[src/rtl/if_stage_ctrl.sv]
// -----------------------------------------------------------------------------
// if_stage_ctrl
//   Fetch-side controller. Owns the PC register and the IF/ID pipeline register.
//   It responds to hazard-unit holds (pc_write_i / if_id_write_i) and to
//   redirects resolved in ID (taken branch / jump / jr). It optionally squashes
//   the instruction after a branch. It also counts stalled cycles and raises a
//   sticky watchdog flag when a hold runs too long.
//
// Parameters
//   RESET_PC     PC value loaded on reset
//   DELAY_SLOT   1: the instruction after a branch executes; 0: it becomes a bubble
//   STALL_CNT_W  width of the saturating stall-cycle counter
//   MAX_STALL    consecutive held cycles allowed before stall_timeout_o sets
//
// Ports
//   clk_i            clock; all state changes on the rising edge
//   reset_i          synchronous, active-high reset
//   pc_write_i       0 = hold the PC
//   if_id_write_i    0 = hold the IF/ID register
//   redirect_i       taken branch / jump / jr resolved in ID this cycle
//   redirect_pc_i    redirect target
//   imem_rdata_i     instruction at imem_addr_o (combinational read)
//   imem_addr_o      current PC
//   if_id_instr_o    IF/ID instruction (32'h0 = bubble)
//   if_id_pc4_o      IF/ID PC+4 of the held instruction
//   if_id_valid_o    IF/ID holds a real instruction
//   stall_cycles_o   saturating count of cycles with pc_write_i = 0
//   stall_timeout_o  sticky; a hold exceeded MAX_STALL consecutive cycles
// -----------------------------------------------------------------------------
module if_stage_ctrl #(
  parameter logic [31:0] RESET_PC    = 32'h0000_0000,
  parameter bit          DELAY_SLOT  = 1'b1,
  parameter int          STALL_CNT_W = 16,
  parameter int          MAX_STALL   = 4
) (
  input  logic                   clk_i,
  input  logic                   reset_i,
  input  logic                   pc_write_i,
  input  logic                   if_id_write_i,
  input  logic                   redirect_i,
  input  logic [31:0]            redirect_pc_i,
  input  logic [31:0]            imem_rdata_i,
  output logic [31:0]            imem_addr_o,
  output logic [31:0]            if_id_instr_o,
  output logic [31:0]            if_id_pc4_o,
  output logic                   if_id_valid_o,
  output logic [STALL_CNT_W-1:0] stall_cycles_o,
  output logic                   stall_timeout_o
);

  localparam int HR_W = (MAX_STALL < 1) ? 1 : $clog2(MAX_STALL + 1);
  localparam logic [HR_W-1:0] HR_MAX = HR_W'(MAX_STALL);

  typedef enum logic [1:0] {
    FETCH  = 2'd0,
    HOLD   = 2'd1,
    SQUASH = 2'd2
  } state_e;

  state_e                 state_q, state_d;
  logic [31:0]            pc_q, pc_d;
  logic [31:0]            instr_q, instr_d;
  logic [31:0]            pc4_q, pc4_d;
  logic                   valid_q, valid_d;
  logic [STALL_CNT_W-1:0] stall_q, stall_d;
  logic [HR_W-1:0]        hold_run_q, hold_run_d;
  logic                   timeout_q, timeout_d;

  logic [31:0] pc_plus4;
  logic        squash_now;

  // 32-bit modulo add: 32'hFFFF_FFFC wraps to 0 with no flag.
  assign pc_plus4   = pc_q + 32'd4;
  // A redirect counts only when the PC may move. While the PC is held, the
  // branch operands are not resolved yet, and the redirect re-asserts later.
  assign squash_now = redirect_i && pc_write_i && !DELAY_SLOT;

  // FSM next state.
  // NOTE: every signal written in always_comb gets a default first, so no path
  // leaves it unassigned and no latch is inferred.
  always_comb begin
    state_d = FETCH;
    case (state_q)
      FETCH, HOLD, SQUASH: begin
        // SQUASH lasts one cycle and then decides exactly as FETCH does.
        if (!pc_write_i)     state_d = HOLD;
        else if (squash_now) state_d = SQUASH;
        else                 state_d = FETCH;
      end
      default: state_d = FETCH;
    endcase
  end

  // Datapath next state.
  always_comb begin
    pc_d       = pc_q;
    instr_d    = instr_q;
    pc4_d      = pc4_q;
    valid_d    = valid_q;
    stall_d    = stall_q;
    hold_run_d = hold_run_q;
    timeout_d  = timeout_q;

    if (pc_write_i) begin
      pc_d = redirect_i ? redirect_pc_i : pc_plus4;
    end

    if (if_id_write_i) begin
      if (squash_now) begin
        instr_d = 32'h0;
        pc4_d   = 32'h0;
        valid_d = 1'b0;
      end else begin
        instr_d = imem_rdata_i;
        pc4_d   = pc_plus4;
        valid_d = 1'b1;
      end
    end

    if (!pc_write_i) begin
      if (stall_q != '1) stall_d = stall_q + 1'b1;
      // Once the run has reached MAX_STALL, one more held cycle sets the flag.
      if (hold_run_q == HR_MAX) timeout_d  = 1'b1;
      else                      hold_run_d = hold_run_q + 1'b1;
    end else begin
      hold_run_d = '0;
    end
  end

  // NOTE: sequential state uses non-blocking assignments only, so every
  // register samples its pre-edge value regardless of statement order.
  always_ff @(posedge clk_i) begin
    if (reset_i) begin
      state_q    <= FETCH;
      pc_q       <= RESET_PC;
      instr_q    <= 32'h0;
      pc4_q      <= 32'h0;
      valid_q    <= 1'b0;
      stall_q    <= '0;
      hold_run_q <= '0;
      timeout_q  <= 1'b0;
    end else begin
      state_q    <= state_d;
      pc_q       <= pc_d;
      instr_q    <= instr_d;
      pc4_q      <= pc4_d;
      valid_q    <= valid_d;
      stall_q    <= stall_d;
      hold_run_q <= hold_run_d;
      timeout_q  <= timeout_d;
    end
  end

  assign imem_addr_o     = pc_q;
  assign if_id_instr_o   = instr_q;
  assign if_id_pc4_o     = pc4_q;
  assign if_id_valid_o   = valid_q;
  assign stall_cycles_o  = stall_q;
  assign stall_timeout_o = timeout_q;

endmodule

[config.mk]
export PLATFORM = sky130hd
export DESIGN_NAME = if_stage_ctrl
export DESIGN_NICKNAME = d
export VERILOG_FILES = /design/src/rtl/if_stage_ctrl.sv
export SDC_FILE = /design/constraint.sdc
export NUM_CORES = 1
export LEC_CHECK = 0
export CAP_MARGIN = 20
export CORE_ASPECT_RATIO = 1.1
export CORE_UTILIZATION = 46
export DETAILED_ROUTE_END_ITERATION = 12
export GPL_TIMING_DRIVEN = 0
export PLACE_DENSITY = 0.91
export SYNTH_ARGS = -nofsm -noshare
export SYNTH_HDL_FRONTEND = slang
export SYNTH_SLANG_ARGS = --single-unit
[constraint.sdc]
create_clock -name clk_i -period 2.7 [get_ports clk_i]
set_input_delay 0.27 -clock clk_i [delete_from_list [all_inputs] [get_ports clk_i]]
set_output_delay 0.27 -clock clk_i [all_outputs]
set_load 0.02 [all_outputs]
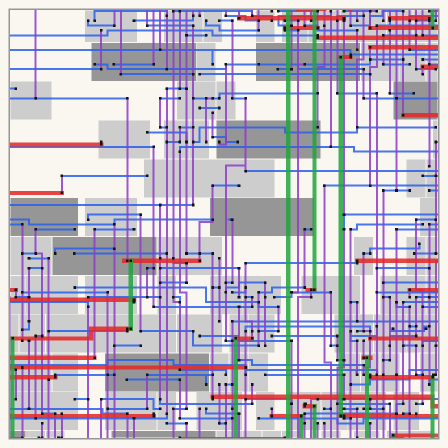
Fig. 1. Zoomed window (run 1).
Window x 38 to 68, y 43 to 73 um. Cells in gray, sequential cells in the stronger gray; small squares are vias.
[metal 4] green
[metal 1] blue
[metal 3] red
[metal 2] purple
most frequent: clkbuf_1 (12), nor2_1 (8), dfxtp_1 (7)
sequential cells in the window: 7
netlist names of flops here include: `if_id_pc4_o` (3), `imem_addr_o` (3)
cells with their middle in the window: 67

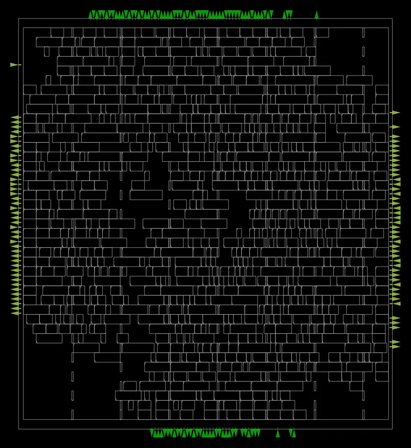
Fig. 2. Placement view (run 1).
final cell count without fillers: 999
fraction of standard cell area that is sequential: 0.290
number of cell rows: 41
Core Footprint: 0.0116 mm2

==> impl_metrics.xml, run 1 <==
<?xml version="1.0" encoding="UTF-8"?>
<metrics>
  <group name="routing">
    <metric name="highest-signal-layer" unit="">met4</metric>
    <metric name="wl_met3" unit="mm">1.68</metric>
    <metric name="antenna_left" unit="">0</metric>
    <metric name="totalWireLength" unit="mm">17.1</metric>
    <metric name="1st_pass_router_iterations" unit="">6</metric>
    <metric name="viasPerCell" unit="">5.59</metric>
  </group>
  <group name="synthesis">
    <metric name="ys_sh_aoi" unit="">0.159</metric>
    <metric name="post_synth_num_cell_types" unit="">58</metric>
    <metric name="share_of_the_synthesized_netlist_area_taken_by_xor_and_xnor_gates" unit="">0.0555</metric>
    <metric name="synth.comb.largest_family" unit="">simple AND/OR/NAND/NOR gates</metric>
    <metric name="ys_ff" unit="">117</metric>
  </group>
  <group name="run">
    <metric name="maxCapViolations" unit="">0</metric>
    <metric name="openroad.warnings" unit="">27</metric>
  </group>
  <group name="setup_path">
    <metric name="max_stage_delay" unit="ps">480</metric>
    <metric name="worst-path-buf-inv" unit="">2</metric>
    <metric name="timing.critical_path.depth" unit="">8</metric>
    <metric name="worst_setup_path_start_kind" unit="">flop</metric>
    <metric name="worst_path_most_repeated_cell" unit="">sky130_fd_sc_hd__buf_2</metric>
  </group>
  <group name="cells_and_area">
    <metric name="fraction_of_final_layout_cells_with_drive_strength_greater_than_1" unit="">0.0718</metric>
    <metric name="antenna_cells" unit="">0</metric>
    <metric name="area_delta_synth_final" unit="%">46.2</metric>
    <metric name="design_area" unit="mm2">0.00807</metric>
    <metric name="number_of_nets_in_the_final_layout" unit="">909</metric>
    <metric name="final_core_util" unit="">0.696</metric>
    <metric name="numSequentialCells" unit="">117</metric>
    <metric name="lay_top_count" unit="">sky130_fd_sc_hd__clkdlybuf4s50_1</metric>
    <metric name="area.share.combinational" unit="">0.356</metric>
    <metric name="nonClockInverterCount" unit="">14</metric>
  </group>
  <group name="clock_tree">
    <metric name="root_buffer" unit="">sky130_fd_sc_hd__clkbuf_16</metric>
    <metric name="cts_inserted_buffers" unit="">17</metric>
    <metric name="clock.latency.late_pin" unit="ps">420</metric>
    <metric name="cts_tree" unit="">yes</metric>
    <metric name="cts-root-to-sink-buffers" unit="">2</metric>
    <metric name="cts.reportedPaths.clkPinSlew" unit="ps">60</metric>
    <metric name="clock_sink_count" unit="">117</metric>
    <metric name="htreeDepth" unit="">4</metric>
    <metric name="number_of_buffers_added_to_fix_hold_violations_after_cts" unit="">0</metric>
    <metric name="cts_setup_buffers" unit="">0</metric>
  </group>
  <group name="timing">
    <metric name="timing.final.crit_share" unit="">0.864</metric>
    <metric name="timing.hold.ws" unit="ps">303</metric>
    <metric name="layout_setup_ws" unit="ps">368</metric>
    <metric name="rsz0062_at_grt" unit="">no</metric>
    <metric name="fin_crit" unit="ps">2330</metric>
    <metric name="fin_skew" unit="ps">7.25</metric>
    <metric name="final_max_slew_viol_count" unit="">0</metric>
  </group>
  <group name="pwr">
    <metric name="p_leak" unit="nW">3.01</metric>
    <metric name="power.share.switching" unit="">0.268</metric>
    <metric name="pg_comb" unit="W">0.000727</metric>
    <metric name="clock_power_share" unit="">0.457</metric>
    <metric name="reg_power_frac" unit="">0.392</metric>
    <metric name="vdd_ir_drop_max" unit="V">0.000387</metric>
  </group>
  <group name="place">
    <metric name="port_buffers" unit="">178</metric>
    <metric name="place_inst" unit="">967</metric>
    <metric name="globalplace.congestion" unit="">0.875</metric>
  </group>
  <group name="floorplan">
    <metric name="fp.dieW" unit="um">106</metric>
    <metric name="chip_area" unit="mm2">0.0124</metric>
  </group>
  <group name="worst_hold_path">
    <metric name="min_path_cells" unit="">3</metric>
  </group>
  <group name="grt">
    <metric name="globalRouteOverflowTotal" unit="">0</metric>
    <metric name="via_count_of_the_first_global_routing_pass" unit="">5175</metric>
  </group>
  <group name="outcome">
    <metric name="status" unit="">complete, no violations</metric>
  </group>
</metrics>
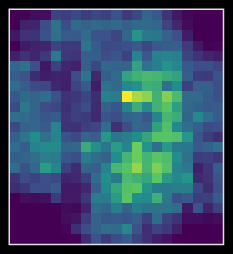
Fig. 3. Wiring heat map (run 1).
Drawn at 2 px/um. The die is cut into 21 by 23 equal tiles; dark purple is low, yellow is high, scaled to the fullest tile. Values are wire area over tile area, all layers added.
tiles over half the peak: 13%
emptiest ninth of the die: south-west
fullest tile: 0.81
nearly empty tiles: 10%

run 1: cells in the mapped netlist, types with 12 or more instances:
master	number	area (um2)
sky130_fd_sc_hd__a211oi_1	27	203
sky130_fd_sc_hd__a22oi_1	12	90.1
sky130_fd_sc_hd__a21oi_1	26	130
sky130_fd_sc_hd__inv_1	13	48.8
sky130_fd_sc_hd__xnor2_1	26	228
sky130_fd_sc_hd__nand2_1	39	146
sky130_fd_sc_hd__nor3_1	15	75.1
sky130_fd_sc_hd__o21ai_0	22	110
sky130_fd_sc_hd__dfxtp_1	117	2340
sky130_fd_sc_hd__nor2_1	114	428
sky130_fd_sc_hd__nand3_1	13	65.1
sky130_fd_sc_hd__mux2i_1	44	440
sky130_fd_sc_hd__clkbuf_1	34	128
==> run 1 -> run 2 <==
--- a/config.mk
+++ b/config.mk
@@ -5,12 +5,13 @@
 export SDC_FILE = /design/constraint.sdc
 export NUM_CORES = 1
 export LEC_CHECK = 0
-export CAP_MARGIN = 20
 export CORE_ASPECT_RATIO = 1.1
 export CORE_UTILIZATION = 46
+export CTS_CLUSTER_DIAMETER = 100
 export DETAILED_ROUTE_END_ITERATION = 12
 export GPL_TIMING_DRIVEN = 0
 export PLACE_DENSITY = 0.91
+export RECOVER_POWER = 100
 export SYNTH_ARGS = -nofsm -noshare
 export SYNTH_HDL_FRONTEND = slang
 export SYNTH_SLANG_ARGS = --single-unit
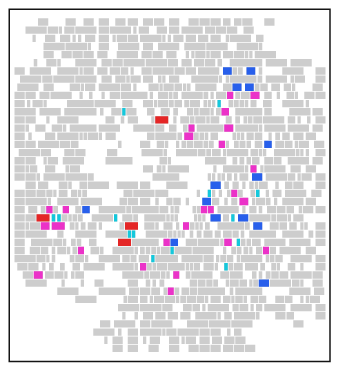
Fig. 4. Gate-type map (run 2).
Drawn at 3 px/um.
[inverters] cyan | cells: 14
[adder and majority cells] red | cells: 4
[AND and OR gates] magenta | cells: 25
[AND-OR and OR-AND gates] blue | cells: 14

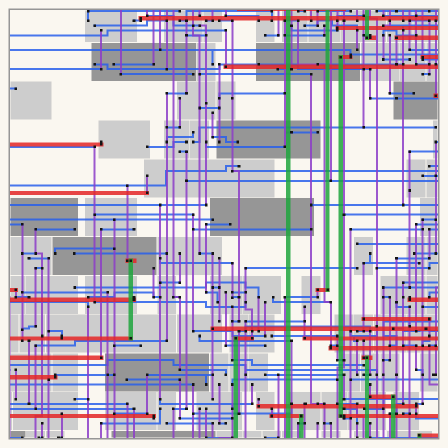
Fig. 5. Zoomed window (run 2).
Window x 38 to 68, y 43 to 73 um. Cells in gray, sequential cells in the stronger gray; small squares are vias.
[metal 1] blue
[metal 3] red
[metal 2] purple
[metal 4] green
netlist names of flops here include: `if_id_pc4_o` (3), `imem_addr_o` (3)
cells with their middle in the window: 67
most frequent: clkbuf_1 (13), nor2_1 (8), dfxtp_1 (7)
sequential cells in the window: 7

==> run 2 against run 1 <==
Compared with the run above: clock power is essentially flat; cell area shrank 0.43%; count of clock-buffer cells in the layout unchanged; largest cell class unchanged; cell count unchanged; combinational power down 4.3%; sequential share of layout area increased by 0.13 points; sequential power barely moved; synthesized area is the same; routed wire length is 0.28% lower; first-iteration DRC count decreased by 18%; critical path depth is 1 lower; sequential cell count is the same.
==> impl_metrics.xml, run 2 <==
<?xml version="1.0" encoding="UTF-8"?>
<metrics>
  <group name="outcome">
    <metric name="status" unit="">complete, no violations</metric>
  </group>
  <group name="floorplan">
    <metric name="fp.coreArea" unit="mm2">0.0116</metric>
    <metric name="chip_area" unit="mm2">0.0124</metric>
    <metric name="fp.dieW" unit="um">106</metric>
  </group>
  <group name="cells_and_area">
    <metric name="area.share.combinational" unit="">0.354</metric>
    <metric name="final-instance-count-excl-fill" unit="">999</metric>
    <metric name="antenna_cells" unit="">0</metric>
    <metric name="number_of_nets_in_the_final_layout" unit="">909</metric>
    <metric name="fraction_of_final_layout_cells_with_drive_strength_greater_than_1" unit="">0.0624</metric>
    <metric name="area.share.sequential" unit="">0.291</metric>
    <metric name="lay_top_count" unit="">sky130_fd_sc_hd__dfxtp_1</metric>
  </group>
  <group name="grt">
    <metric name="via_count_of_the_first_global_routing_pass" unit="">5175</metric>
  </group>
  <group name="clock_tree">
    <metric name="number_of_buffers_added_to_fix_hold_violations_after_cts" unit="">0</metric>
    <metric name="cts_inserted_buffers" unit="">17</metric>
    <metric name="root_buffer" unit="">sky130_fd_sc_hd__clkbuf_16</metric>
    <metric name="cts_tree" unit="">yes</metric>
    <metric name="htreeDepth" unit="">4</metric>
    <metric name="cts.reportedPaths.clkPinSlew" unit="ps">60</metric>
    <metric name="cts_setup_buffers" unit="">0</metric>
    <metric name="cts-root-to-sink-buffers" unit="">2</metric>
  </group>
  <group name="synthesis">
    <metric name="synth_largest_type_area_fraction" unit="">0.424</metric>
    <metric name="share_of_the_synthesized_netlist_area_taken_by_xor_and_xnor_gates" unit="">0.0555</metric>
    <metric name="post_synth_num_cell_types" unit="">58</metric>
    <metric name="most_frequent_cells_after_synthesis" unit="">sky130_fd_sc_hd__dfxtp_1 (117), sky130_fd_sc_hd__nor2_1 (114), sky130_fd_sc_hd__mux2i_1 (44)</metric>
    <metric name="post-synth-top-area-cell" unit="">sky130_fd_sc_hd__dfxtp_1</metric>
    <metric name="synth.comb.largest_family" unit="">simple AND/OR/NAND/NOR gates</metric>
    <metric name="ys_sh_aoi" unit="">0.159</metric>
  </group>
  <group name="timing">
    <metric name="rsz0062_at_grt" unit="">no</metric>
    <metric name="timing.hold.ws" unit="ps">300</metric>
    <metric name="final_max_slew_viol_count" unit="">0</metric>
  </group>
  <group name="routing">
    <metric name="totalWireLength" unit="mm">17.1</metric>
    <metric name="antenna_left" unit="">0</metric>
    <metric name="wl_met3" unit="mm">1.71</metric>
    <metric name="highest-signal-layer" unit="">met4</metric>
    <metric name="viasPerCell" unit="">5.59</metric>
    <metric name="1st_pass_router_iterations" unit="">7</metric>
  </group>
  <group name="pwr">
    <metric name="vdd_ir_drop_max" unit="V">0.000388</metric>
  </group>
  <group name="setup_path">
    <metric name="worst_path_most_repeated_cell" unit="">sky130_fd_sc_hd__clkbuf_1</metric>
    <metric name="worst_setup_path_start_kind" unit="">flop</metric>
    <metric name="timing.critical_path.depth" unit="">7</metric>
  </group>
  <group name="run">
    <metric name="maxCapViolations" unit="">0</metric>
  </group>
  <group name="place">
    <metric name="globalplace.congestion" unit="">0.875</metric>
    <metric name="port_buffers" unit="">178</metric>
    <metric name="place_inst" unit="">967</metric>
  </group>
  <group name="worst_hold_path">
    <metric name="min_path_cells" unit="">3</metric>
  </group>
</metrics>
run 2: cell types whose count changed in the layout (fill, tap and decap cells not counted), sizes merged:
cell           change
clkdlybuf4s50    -114
dlygate4sd3      +114
buf                -9
clkbuf             +9
run 2: power breakdown:
part	internal (W)	switching, W	leakage (nW)	total [W]
Clock	0.00136	0.000840	0.264	0.00220
Sequential	0.00182	0.0000668	0.961	0.00188
Combinational	0.000318	0.000378	2.07	0.000696
run 2: per-stage QoR:
stage	utilization	setup WS (ps)	area, um2
after CTS	0.696	377	8070
final	0.693	189	8040
after detailed placement	0.646	413	7490
after global placement	0.646	421	7490
after floorplan	-	532	5520
after global routing	0.693	127	8040
run 2: tightest hold or removal path: cells and delay by family:
family / cells / cell delay, ps
buffers and inverters: 1 / 200
and+or+nand+nor: 1 / 150
AOI/OAI and AO/OA: 1 / 50
==> run 2 -> run 3 <==
--- a/config.mk
+++ b/config.mk
@@ -12,6 +12,7 @@
 export GPL_TIMING_DRIVEN = 0
 export PLACE_DENSITY = 0.91
 export RECOVER_POWER = 100
+export REMOVE_ABC_BUFFERS = 1
 export SYNTH_ARGS = -nofsm -noshare
 export SYNTH_HDL_FRONTEND = slang
 export SYNTH_SLANG_ARGS = --single-unit
==> constraint.sdc (replaced) <==
create_clock -name clk_i -period 2.7 [get_ports clk_i]
set_input_delay 0.54 -clock clk_i [delete_from_list [all_inputs] [get_ports clk_i]]
set_output_delay 0.54 -clock clk_i [all_outputs]
set_load 0.02 [all_outputs]
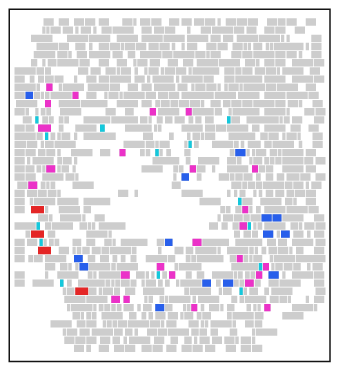
Fig. 6. Gate-type map (run 3).
Drawn at 3 px/um.
[adder and majority cells] red | cells: 4
[AND and OR gates] magenta | cells: 25
[AND-OR and OR-AND gates] blue | cells: 14
[inverters] cyan | cells: 14
most numerous logic cell after layout: sky130_fd_sc_hd__dfxtp_1
share of the final layout cell area in multi-input gates: 0.356
final cell count without fillers: 950

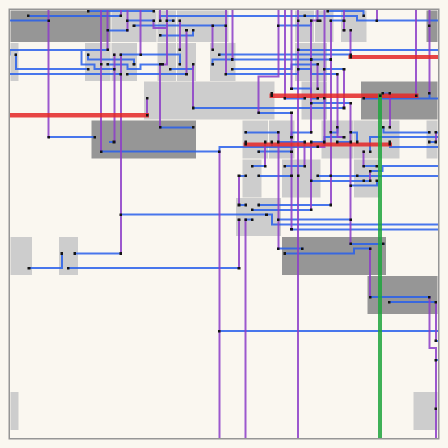
Fig. 7. Zoomed window (run 3).
Window x 38 to 68, y 43 to 73 um. Cells in gray, sequential cells in the stronger gray; small squares are vias.
[metal 1] blue
[metal 4] green
[metal 2] purple
[metal 3] red
sequential cells in the window: 5
netlist names of flops here include: `imem_addr_o` (3), `if_id_pc4_o` (2)
most frequent: dfxtp_1 (5)
cells with their middle in the window: 30

==> run 3 against run 2 <==
Compared with the run above: highest routed layer unchanged; routed wire length decreased by 11%; sequential power about the same; via count decreased by 6.4%; register-to-register slack worse by 40 ps; maximum frequency shrank 1.4%; critical endpoint is now if_id_pc4_o[31]; global-route usage is 2.7 points lower; the flow now finishes with violations (capacitance limit, slew limit); cell area down 1.9%.
==> impl_metrics.xml, run 3 <==
<?xml version="1.0" encoding="UTF-8"?>
<metrics>
  <group name="timing">
    <metric name="fin_skew" unit="ps">6.48</metric>
    <metric name="layout_setup_ws" unit="ps">152</metric>
    <metric name="rsz0062_at_grt" unit="">no</metric>
    <metric name="final_max_slew_viol_count" unit="">34</metric>
    <metric name="fin_crit" unit="ps">2550</metric>
  </group>
  <group name="setup_path">
    <metric name="timing.critical_path.depth" unit="">5</metric>
    <metric name="max_stage_delay" unit="ps">720</metric>
  </group>
  <group name="worst_hold_path">
    <metric name="min_path_cells" unit="">2</metric>
  </group>
  <group name="routing">
    <metric name="antenna_left" unit="">0</metric>
    <metric name="1st_pass_router_iterations" unit="">7</metric>
    <metric name="highest-signal-layer" unit="">met4</metric>
  </group>
  <group name="place">
    <metric name="placed_cell_area" unit="mm2">0.00734</metric>
    <metric name="port_buffers" unit="">182</metric>
    <metric name="globalplace.congestion" unit="">0.775</metric>
    <metric name="post-place-ws" unit="ps">-1700</metric>
  </group>
  <group name="clock_tree">
    <metric name="cts-root-to-sink-buffers" unit="">2</metric>
    <metric name="cts_setup_buffers" unit="">0</metric>
    <metric name="clock.latency.late_pin" unit="ps">400</metric>
    <metric name="htreeDepth" unit="">4</metric>
    <metric name="cts_tree" unit="">yes</metric>
    <metric name="clock_sink_count" unit="">117</metric>
  </group>
  <group name="pwr">
    <metric name="pg_seq" unit="W">0.00190</metric>
    <metric name="internal_power" unit="W">0.00359</metric>
    <metric name="total_switching_power" unit="W">0.00126</metric>
    <metric name="power.share.switching" unit="">0.259</metric>
    <metric name="clock_power_share" unit="">0.474</metric>
    <metric name="pg_comb" unit="W">0.000653</metric>
    <metric name="pwr-share-comb" unit="">0.135</metric>
  </group>
  <group name="floorplan">
    <metric name="rows" unit="">41</metric>
    <metric name="fp.coreArea" unit="mm2">0.0116</metric>
    <metric name="chip_area" unit="mm2">0.0124</metric>
    <metric name="fp.dieW" unit="um">106</metric>
  </group>
  <group name="run">
    <metric name="maxCapViolations" unit="">1</metric>
  </group>
  <group name="outcome">
    <metric name="status" unit="">finished, violations left</metric>
    <metric name="violations_in_the_final_reports" unit="">capacitance limit, slew limit</metric>
  </group>
  <group name="synthesis">
    <metric name="synth_largest_type_area_fraction" unit="">0.424</metric>
    <metric name="post_synth_num_cell_types" unit="">58</metric>
    <metric name="post-synth-top-area-cell" unit="">sky130_fd_sc_hd__dfxtp_1</metric>
    <metric name="most_frequent_cells_after_synthesis" unit="">sky130_fd_sc_hd__dfxtp_1 (117), sky130_fd_sc_hd__nor2_1 (114), sky130_fd_sc_hd__mux2i_1 (44)</metric>
    <metric name="ys_sh_aoi" unit="">0.159</metric>
    <metric name="top_cells_by_area" unit="">sky130_fd_sc_hd__dfxtp_1 (42%), sky130_fd_sc_hd__mux2i_1 (8.0%), sky130_fd_sc_hd__nor2_1 (7.8%)</metric>
  </group>
  <group name="cells_and_area">
    <metric name="area_delta_synth_final" unit="%">42.9</metric>
    <metric name="fraction_of_final_layout_cells_with_drive_strength_greater_than_1" unit="">0.0563</metric>
    <metric name="design_area" unit="mm2">0.00789</metric>
    <metric name="area.share.sequential" unit="">0.297</metric>
  </group>
  <group name="grt">
    <metric name="via_count_of_the_first_global_routing_pass" unit="">4782</metric>
  </group>
</metrics>
==> run 3: repair_timing <==
item / 4_1_cts / 5_1_grt
endpoints found under the setup margin: 32 / 9
hold buffers: 0 / 0
gates resized: 4 / 2
==> run 3: worst reg2reg max path: stages, from the launching register on <==
cell                       delay [ps]
sky130_fd_sc_hd__dfxtp_1          510
sky130_fd_sc_hd__nand4_1          250
sky130_fd_sc_hd__or4_1            720
sky130_fd_sc_hd__nor4_1           560
sky130_fd_sc_hd__xnor2_1          210
sky130_fd_sc_hd__a211oi_2         240
==> run 3: per-layer routing <==
| metal | vias up | track usage |
|---|---|---|
| li1 | 2564 | - |
| met1 | 2479 | 0.300 |
| met2 | 165 | 0.415 |
| met3 | 21 | 0.0476 |
| met4 | 0 | 0.0904 |
| met5 | - | 0 |

## Gallery

Signal wires by layer.
Drawn at 3 px/um. Two of the layers only.
picture 1
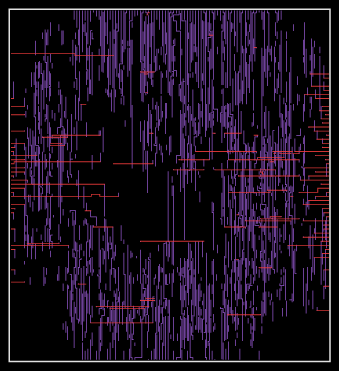
picture 2
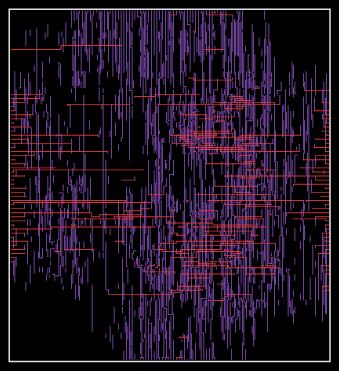
picture 1 -> run 3
picture 2 -> run 1

Power figures rest on the tool's default switching activity, not on a simulated workload.
